--- src/rtl/mips_mc_pkg.sv ---
// Shared types and encodings for the mips_multicycle main controller.
// Holds the FSM state enum, opcode/funct/ALU codes and the per-state control table.
package mips_mc_pkg;

  typedef enum logic [3:0] {
    S_FETCH   = 4'd0,
    S_DECODE  = 4'd1,
    S_MEMADR  = 4'd2,
    S_MEMRD   = 4'd3,
    S_MEMWB   = 4'd4,
    S_MEMWR   = 4'd5,
    S_RTYPEEX = 4'd6,
    S_RTYPEWB = 4'd7,
    S_BEQEX   = 4'd8,
    S_ADDIEX  = 4'd9,
    S_ADDIWB  = 4'd10,
    S_JEX     = 4'd11,
    S_HALT    = 4'd12
  } state_t;

  localparam logic [5:0] OP_RTYPE = 6'h00;
  localparam logic [5:0] OP_LW    = 6'h23;
  localparam logic [5:0] OP_SW    = 6'h2B;
  localparam logic [5:0] OP_BEQ   = 6'h04;
  localparam logic [5:0] OP_ADDI  = 6'h08;
  localparam logic [5:0] OP_J     = 6'h02;
  localparam logic [5:0] OP_HALT  = 6'h3F;

  localparam logic [5:0] FUNCT_ADD = 6'h20;
  localparam logic [5:0] FUNCT_SUB = 6'h22;
  localparam logic [5:0] FUNCT_AND = 6'h24;
  localparam logic [5:0] FUNCT_OR  = 6'h25;
  localparam logic [5:0] FUNCT_SLT = 6'h2A;

  localparam logic [2:0] ALU_ADD = 3'b010;
  localparam logic [2:0] ALU_SUB = 3'b110;
  localparam logic [2:0] ALU_AND = 3'b000;
  localparam logic [2:0] ALU_OR  = 3'b001;
  localparam logic [2:0] ALU_SLT = 3'b111;

  // ALUOP_NONE marks states that do not use the ALU; it drives ALUControl to 000.
  localparam logic [1:0] ALUOP_ADD   = 2'b00;
  localparam logic [1:0] ALUOP_SUB   = 2'b01;
  localparam logic [1:0] ALUOP_FUNCT = 2'b10;
  localparam logic [1:0] ALUOP_NONE  = 2'b11;

  localparam logic [1:0] SRCB_B     = 2'b00;
  localparam logic [1:0] SRCB_FOUR  = 2'b01;
  localparam logic [1:0] SRCB_IMM   = 2'b10;
  localparam logic [1:0] SRCB_IMMSH = 2'b11;

  localparam logic [1:0] PCSRC_ALU    = 2'b00;
  localparam logic [1:0] PCSRC_ALUOUT = 2'b01;
  localparam logic [1:0] PCSRC_JUMP   = 2'b10;

  typedef struct packed {
    logic       iord;
    logic       memwrite;
    logic       irwrite;
    logic       regdst;
    logic       memtoreg;
    logic       regwrite;
    logic       alusrca;
    logic [1:0] alusrcb;
    logic [1:0] aluop;
    logic [1:0] pcsrc;
    logic       pcwrite;
    logic       branch;
    logic       halted;
  } ctrl_t;

  function automatic ctrl_t state_ctrl(input state_t s);
    ctrl_t c;
    c       = '0;
    c.aluop = ALUOP_NONE;
    case (s)
      S_FETCH: begin
        c.irwrite = 1'b1;
        c.alusrcb = SRCB_FOUR;
        c.aluop   = ALUOP_ADD;
        c.pcwrite = 1'b1;
      end
      S_DECODE: begin
        c.alusrcb = SRCB_IMMSH;
        c.aluop   = ALUOP_ADD;
      end
      S_MEMADR, S_ADDIEX: begin
        c.alusrca = 1'b1;
        c.alusrcb = SRCB_IMM;
        c.aluop   = ALUOP_ADD;
      end
      S_MEMRD: c.iord = 1'b1;
      S_MEMWB: begin
        c.memtoreg = 1'b1;
        c.regwrite = 1'b1;
      end
      S_MEMWR: begin
        c.iord     = 1'b1;
        c.memwrite = 1'b1;
      end
      S_RTYPEEX: begin
        c.alusrca = 1'b1;
        c.alusrcb = SRCB_B;
        c.aluop   = ALUOP_FUNCT;
      end
      S_RTYPEWB: begin
        c.regdst   = 1'b1;
        c.regwrite = 1'b1;
      end
      S_BEQEX: begin
        c.alusrca = 1'b1;
        c.alusrcb = SRCB_B;
        c.aluop   = ALUOP_SUB;
        c.pcsrc   = PCSRC_ALUOUT;
        c.branch  = 1'b1;
      end
      S_ADDIWB: c.regwrite = 1'b1;
      S_JEX: begin
        c.pcsrc   = PCSRC_JUMP;
        c.pcwrite = 1'b1;
      end
      S_HALT:  c.halted = 1'b1;
      default: c.aluop = ALUOP_NONE;
    endcase
    return c;
  endfunction

endpackage

--- src/rtl/mips_mc_aludec.sv ---
// ALU decoder: maps the controller's ALUOp and the instruction funct field
// to the 3-bit ALUControl code driven into the datapath ALU.
module mips_mc_aludec
  import mips_mc_pkg::*;
(
  input  logic [1:0] i_aluop,
  input  logic [5:0] i_funct,
  output logic [2:0] o_alucontrol
);

  always_comb begin
    o_alucontrol = ALU_ADD;
    case (i_aluop)
      ALUOP_ADD: o_alucontrol = ALU_ADD;
      ALUOP_SUB: o_alucontrol = ALU_SUB;
      ALUOP_FUNCT: begin
        case (i_funct)
          FUNCT_ADD: o_alucontrol = ALU_ADD;
          FUNCT_SUB: o_alucontrol = ALU_SUB;
          FUNCT_AND: o_alucontrol = ALU_AND;
          FUNCT_OR:  o_alucontrol = ALU_OR;
          FUNCT_SLT: o_alucontrol = ALU_SLT;
          default:   o_alucontrol = ALU_ADD;
        endcase
      end
      default: o_alucontrol = 3'b000;
    endcase
  end

endmodule

--- src/rtl/mips_mc_controller.sv ---
// Main Moore control FSM of the multicycle MIPS core: sequences fetch, decode
// and per-opcode execute/writeback, and parks in HALT on the halt opcode.
module mips_mc_controller
  import mips_mc_pkg::*;
#(
  parameter int                OP_WIDTH    = 6,
  parameter int                FUNCT_WIDTH = 6,
  parameter logic [OP_WIDTH-1:0] HALT_OP   = 6'h3F
) (
  input  logic                   clk,
  input  logic                   reset,
  input  logic [OP_WIDTH-1:0]    Op,
  input  logic [FUNCT_WIDTH-1:0] Funct,
  input  logic                   Zero,
  output logic                   IorD,
  output logic                   MemWrite,
  output logic                   IRWrite,
  output logic                   RegDst,
  output logic                   MemtoReg,
  output logic                   RegWrite,
  output logic                   ALUSrcA,
  output logic [1:0]             ALUSrcB,
  output logic [2:0]             ALUControl,
  output logic [1:0]             PCSrc,
  output logic                   PCEn,
  output logic                   Halted
);

  state_t     r_state;
  state_t     w_next;
  ctrl_t      w_ctl_next;
  logic [2:0] w_alucontrol_next;

  logic       r_iord, r_memwrite, r_irwrite, r_regdst, r_memtoreg, r_regwrite;
  logic       r_alusrca, r_pcwrite, r_branch, r_halted;
  logic [1:0] r_alusrcb, r_pcsrc;
  logic [2:0] r_alucontrol;

  always_comb begin
    w_next = S_FETCH;
    case (r_state)
      S_FETCH: w_next = S_DECODE;
      S_DECODE: begin
        case (Op)
          OP_LW, OP_SW: w_next = S_MEMADR;
          OP_RTYPE:     w_next = S_RTYPEEX;
          OP_BEQ:       w_next = S_BEQEX;
          OP_ADDI:      w_next = S_ADDIEX;
          OP_J:         w_next = S_JEX;
          HALT_OP:      w_next = S_HALT;
          default:      w_next = S_FETCH;
        endcase
      end
      S_MEMADR:  w_next = (Op == OP_LW) ? S_MEMRD : S_MEMWR;
      S_MEMRD:   w_next = S_MEMWB;
      S_RTYPEEX: w_next = S_RTYPEWB;
      S_ADDIEX:  w_next = S_ADDIWB;
      S_HALT:    w_next = S_HALT;
      default:   w_next = S_FETCH;
    endcase
  end

  // Outputs are registered from the next state so they are valid for the whole state.
  assign w_ctl_next = state_ctrl(w_next);

  mips_mc_aludec u_aludec (
    .i_aluop      (w_ctl_next.aluop),
    .i_funct      (Funct),
    .o_alucontrol (w_alucontrol_next)
  );

  // Reset loads the FETCH selects; the enables are masked below while reset is high.
  always_ff @(posedge clk or posedge reset) begin
    if (reset) begin
      r_state      <= S_FETCH;
      r_iord       <= 1'b0;
      r_memwrite   <= 1'b0;
      r_irwrite    <= 1'b1;
      r_regdst     <= 1'b0;
      r_memtoreg   <= 1'b0;
      r_regwrite   <= 1'b0;
      r_alusrca    <= 1'b0;
      r_alusrcb    <= SRCB_FOUR;
      r_alucontrol <= ALU_ADD;
      r_pcsrc      <= PCSRC_ALU;
      r_pcwrite    <= 1'b1;
      r_branch     <= 1'b0;
      r_halted     <= 1'b0;
    end else begin
      r_state      <= w_next;
      r_iord       <= w_ctl_next.iord;
      r_memwrite   <= w_ctl_next.memwrite;
      r_irwrite    <= w_ctl_next.irwrite;
      r_regdst     <= w_ctl_next.regdst;
      r_memtoreg   <= w_ctl_next.memtoreg;
      r_regwrite   <= w_ctl_next.regwrite;
      r_alusrca    <= w_ctl_next.alusrca;
      r_alusrcb    <= w_ctl_next.alusrcb;
      r_alucontrol <= w_alucontrol_next;
      r_pcsrc      <= w_ctl_next.pcsrc;
      r_pcwrite    <= w_ctl_next.pcwrite;
      r_branch     <= w_ctl_next.branch;
      r_halted     <= w_ctl_next.halted;
    end
  end

  assign IorD       = r_iord;
  assign MemWrite   = r_memwrite & ~reset;
  assign IRWrite    = r_irwrite & ~reset;
  assign RegDst     = r_regdst;
  assign MemtoReg   = r_memtoreg;
  assign RegWrite   = r_regwrite & ~reset;
  assign ALUSrcA    = r_alusrca;
  assign ALUSrcB    = r_alusrcb;
  assign ALUControl = r_alucontrol;
  assign PCSrc      = r_pcsrc;
  assign PCEn       = (r_pcwrite | (r_branch & Zero)) & ~reset;
  assign Halted     = r_halted;

endmodule

--- config.mk ---
export PLATFORM = sky130hd
export DESIGN_NAME = mips_mc_controller
export DESIGN_NICKNAME = d
export VERILOG_FILES = /design/src/rtl/mips_mc_pkg.sv /design/src/rtl/mips_mc_aludec.sv /design/src/rtl/mips_mc_controller.sv
export SDC_FILE = /design/constraint.sdc
export NUM_CORES = 1
export LEC_CHECK = 0
export ABC_AREA = 1
export CAP_MARGIN = 20
export CORE_MARGIN = 2
export CORE_UTILIZATION = 50
export CTS_CLUSTER_DIAMETER = 100
export CTS_CLUSTER_SIZE = 16
export DETAILED_ROUTE_END_ITERATION = 8
export PLACE_DENSITY_LB_ADDON = 0.15
export SYNTH_ARGS = -nofsm -noshare
export SYNTH_HDL_FRONTEND = slang
export SYNTH_SLANG_ARGS = --single-unit
--- constraint.sdc ---
create_clock -name clk -period 2 [get_ports clk]
set_input_delay 0.4 -clock clk [delete_from_list [all_inputs] [get_ports clk]]
set_output_delay 0.4 -clock clk [all_outputs]
set_load 0.02 [all_outputs]
==> changes_impl.md <==
### Metrics

- Nets: 198
- H-Tree Depth: 1
- Sequential power share: 0.394
- Commonest Layout Cell: nand2_1
- Synthesized area: 1100 um^2
- GRT Max-Usage Layer: met2
- Chip area: 2590 um^2
- Main flop type: dfrtp_1
- Tcrit/Tclk final: 0.919
- Initial antenna violation count: 0
- Max Clock Skew: 9.18 ps
- Setup violations, final: 0
- R2R cell count: 8
- Synth cell types: 22
- Vias per std cell: 4.73
- WL final: 2020 um
- P_clk: 233 uW
- Slew HR: 0.823
- Worst flop-to-flop path startpoint: r_state[2]
- Post-route minimum period: 1840 ps
- Vias in the first global route: 920
- Leak Pwr: 0.000817 uW
- GR Util met3: 0.0175
- Crit path DRT: 1600 ps
- Critical path, cell by cell: clkdlybuf4s50_1
- Max clock buf depth: 2
- Maxcap violations: 0
- CTS tree: yes
- Worst EP arrival: 1440 ps
- Cell area power density: 986 nW/um^2
- # clk buffers: 4
- CTS clock-pin slew for the worst setup and hold paths: 110 ps
- Comb/total area: 0.317
- Worst setup EP type: output port
- Drt drc: 0
- RePlAce Congestion: 0.812
- Syn Area/Cell: 7.44 um^2
- Pre-antenna DRT Iters: 4
- Share of layout cells above drive strength 1: 0.176
- Clk_lat worst skew: 300 ps
- Top cells by area: dfrtp_1 (36%), nand2_1 (10%), dfstp_2 (9.5%), inv_1 (9.5%), nor2_1 (7.8%)
- FFs & Latches: 20
- Final Max Tran Viols: 0
- Met1 wire length: 838 um
- Max-area cell class: sequential cells
- Sinks on Clock Net: 20
- Syn-to-layout area delta: 33.2%
- Mapped Nets: 163
- Placed Area: 1440 um^2
- Tightest Pin Transition: 263 ps
- First-pass GRT wire length: 3630 um
- Comb power: 643 uW
- Post-synth ARST share: 1.00
- Syn Inst Count: 148
- Post-detail-place hpwl: 1640 um
- Post-synth seq share: 0.459
- Non-clock buffer count: 31
- Highest clock rate: 544 MHz
- Outcome: complete, no violations
- Clk Tree Root Cell: clkbuf_4
- Clock network power share: 0.161
- R2r endpoint: ALUControl[0]
- Clock-cell share of area: 0.0247
- Largest net degree at the start of global routing: 21
- Yosys warns: 0
- DR top layer: met4
- Top reg by flops: r_state
- Vias: 989
- Worst setup SP type: flip-flop
- Yosys top cell by area: dfrtp_1
- Worst path depth: 1
- Crit Path Category: reg2out
- Cts bufs inserted: 3
- Logic inverters: 33
- Mi-comb count: 94
- Total Routing Usage GR: 0.186
- Slowest stage delay, CP: 590 ps
- Slowest stage cell on the critical path: clkdlybuf4s50_1
- RSZ-0062 raised after global routing: no
- Avg WL per Cell: 9.68 um
- Most frequent cells in the layout: nand2_1 (30), inv_1 (28), clkdlybuf4s50_1 (26)
- Most frequent cell after synthesis: nand2_1
- Io pins: 31
- Post-CTS setup buffers: 0
- R2R Setup Slk: 470 ps
- ANT cells: 0
- Antenna Nets Post-Route: 0
- GRT overflow: 0
- WP buf/inv: 1
- PostCTS Resize Cnt: 4
- Min-delay worst type: in2async
- Setup TNS: 0 ps
[kinds of logic (layout without fill, tap and decap cells)]
kind of cell / Yosys count / after routing / synth area share
AOI/OAI and AO/OA: 7 / 7 / 0.0398
and+or+nand+nor: 87 / 87 / 0.382
buffers and inverters: 34 / 68 / 0.119
DFF: 20 / 20 / 0.459
[tightest hold or removal path, delay by kind of cell]
family                 cells  cell delay (ps)
buffers and inverters      3              810
[per-stage QoR]
step	util	setup WS, ps	hold slack [ps]	std cells	power [uW]
floorplan	-	657	361	148	1020
global placement	0.710	2.60	615	205	1210
detailed placement	0.710	-12.3	599	205	1230
CTS	0.725	150	532	209	1450
global route	0.725	130	578	209	1540
finish	0.725	162	523	209	1450
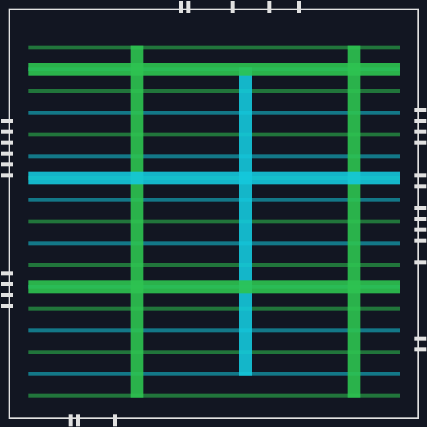
**Above:** supply network.
(8 px per um) Pins as bars on the die edge.
| net | colour |
|---|---|
| VSS | green |
| VDD | cyan |
rows: 16
met1 rails: 17
signal pins: 31
met4 straps: 3
met5 straps: 3
Peak supply drop: 0.547 mV
Die X: 50.9 um
Die Y: 50.9 um
Core Box Area: 2020 um^2

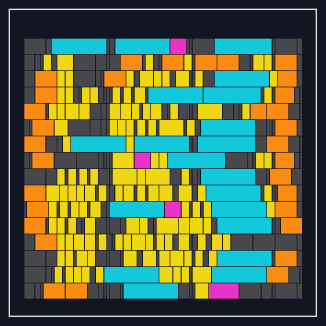
**Above:** placed cells, one colour a class.
(6 px per um) Fill, decap, tap and diode cells in grey.
| class | colour | cells | share of their area |
|---|---|---|---|
| remaining buffers and delay cells | orange | 31 | 21% |
| combinational and other logic | yellow | 127 | 41% |
| sequential cells | cyan | 20 | 35% |
| clock drivers and dummy loads | magenta | 4 | 2.5% |
Final Util: 0.725
Seq/total area: 0.345
row count: 16
final instance area: 1470 um^2

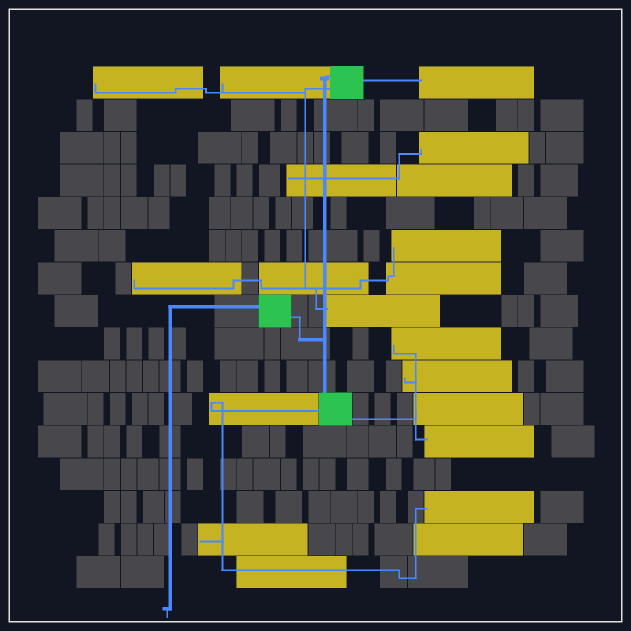
**Above:** routed clock nets over the placement.
(12 px per um)
[clock wires] blue | length: 228 um
[flip-flops] yellow | count: 20
[clock drivers] green | count: 3
routed clock nets: 4

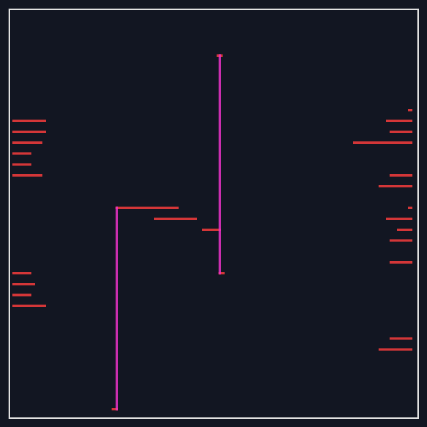
**Above:** metal layers overlaid.
(8 px per um) Two of the layers only.
| layer | colour | wire length |
|---|---|---|
| metal 4 | magenta | 52.4 um |
| metal 3 | red | 80.5 um |

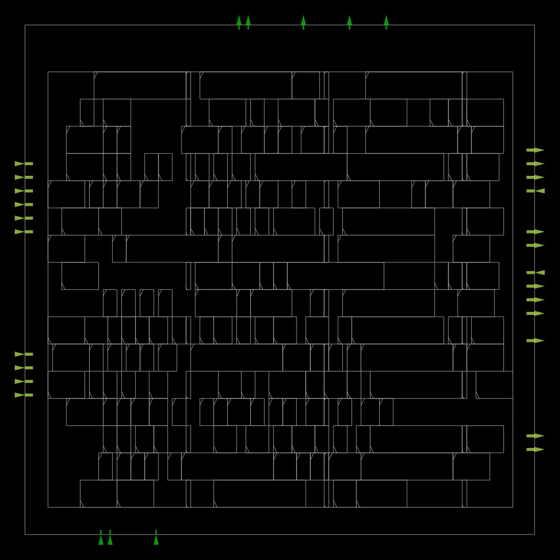
**Above:** placed standard cells.
Tap Cells: 27
FILL cells: 172

No activity file was given, so power comes from the tool's default toggle rates.
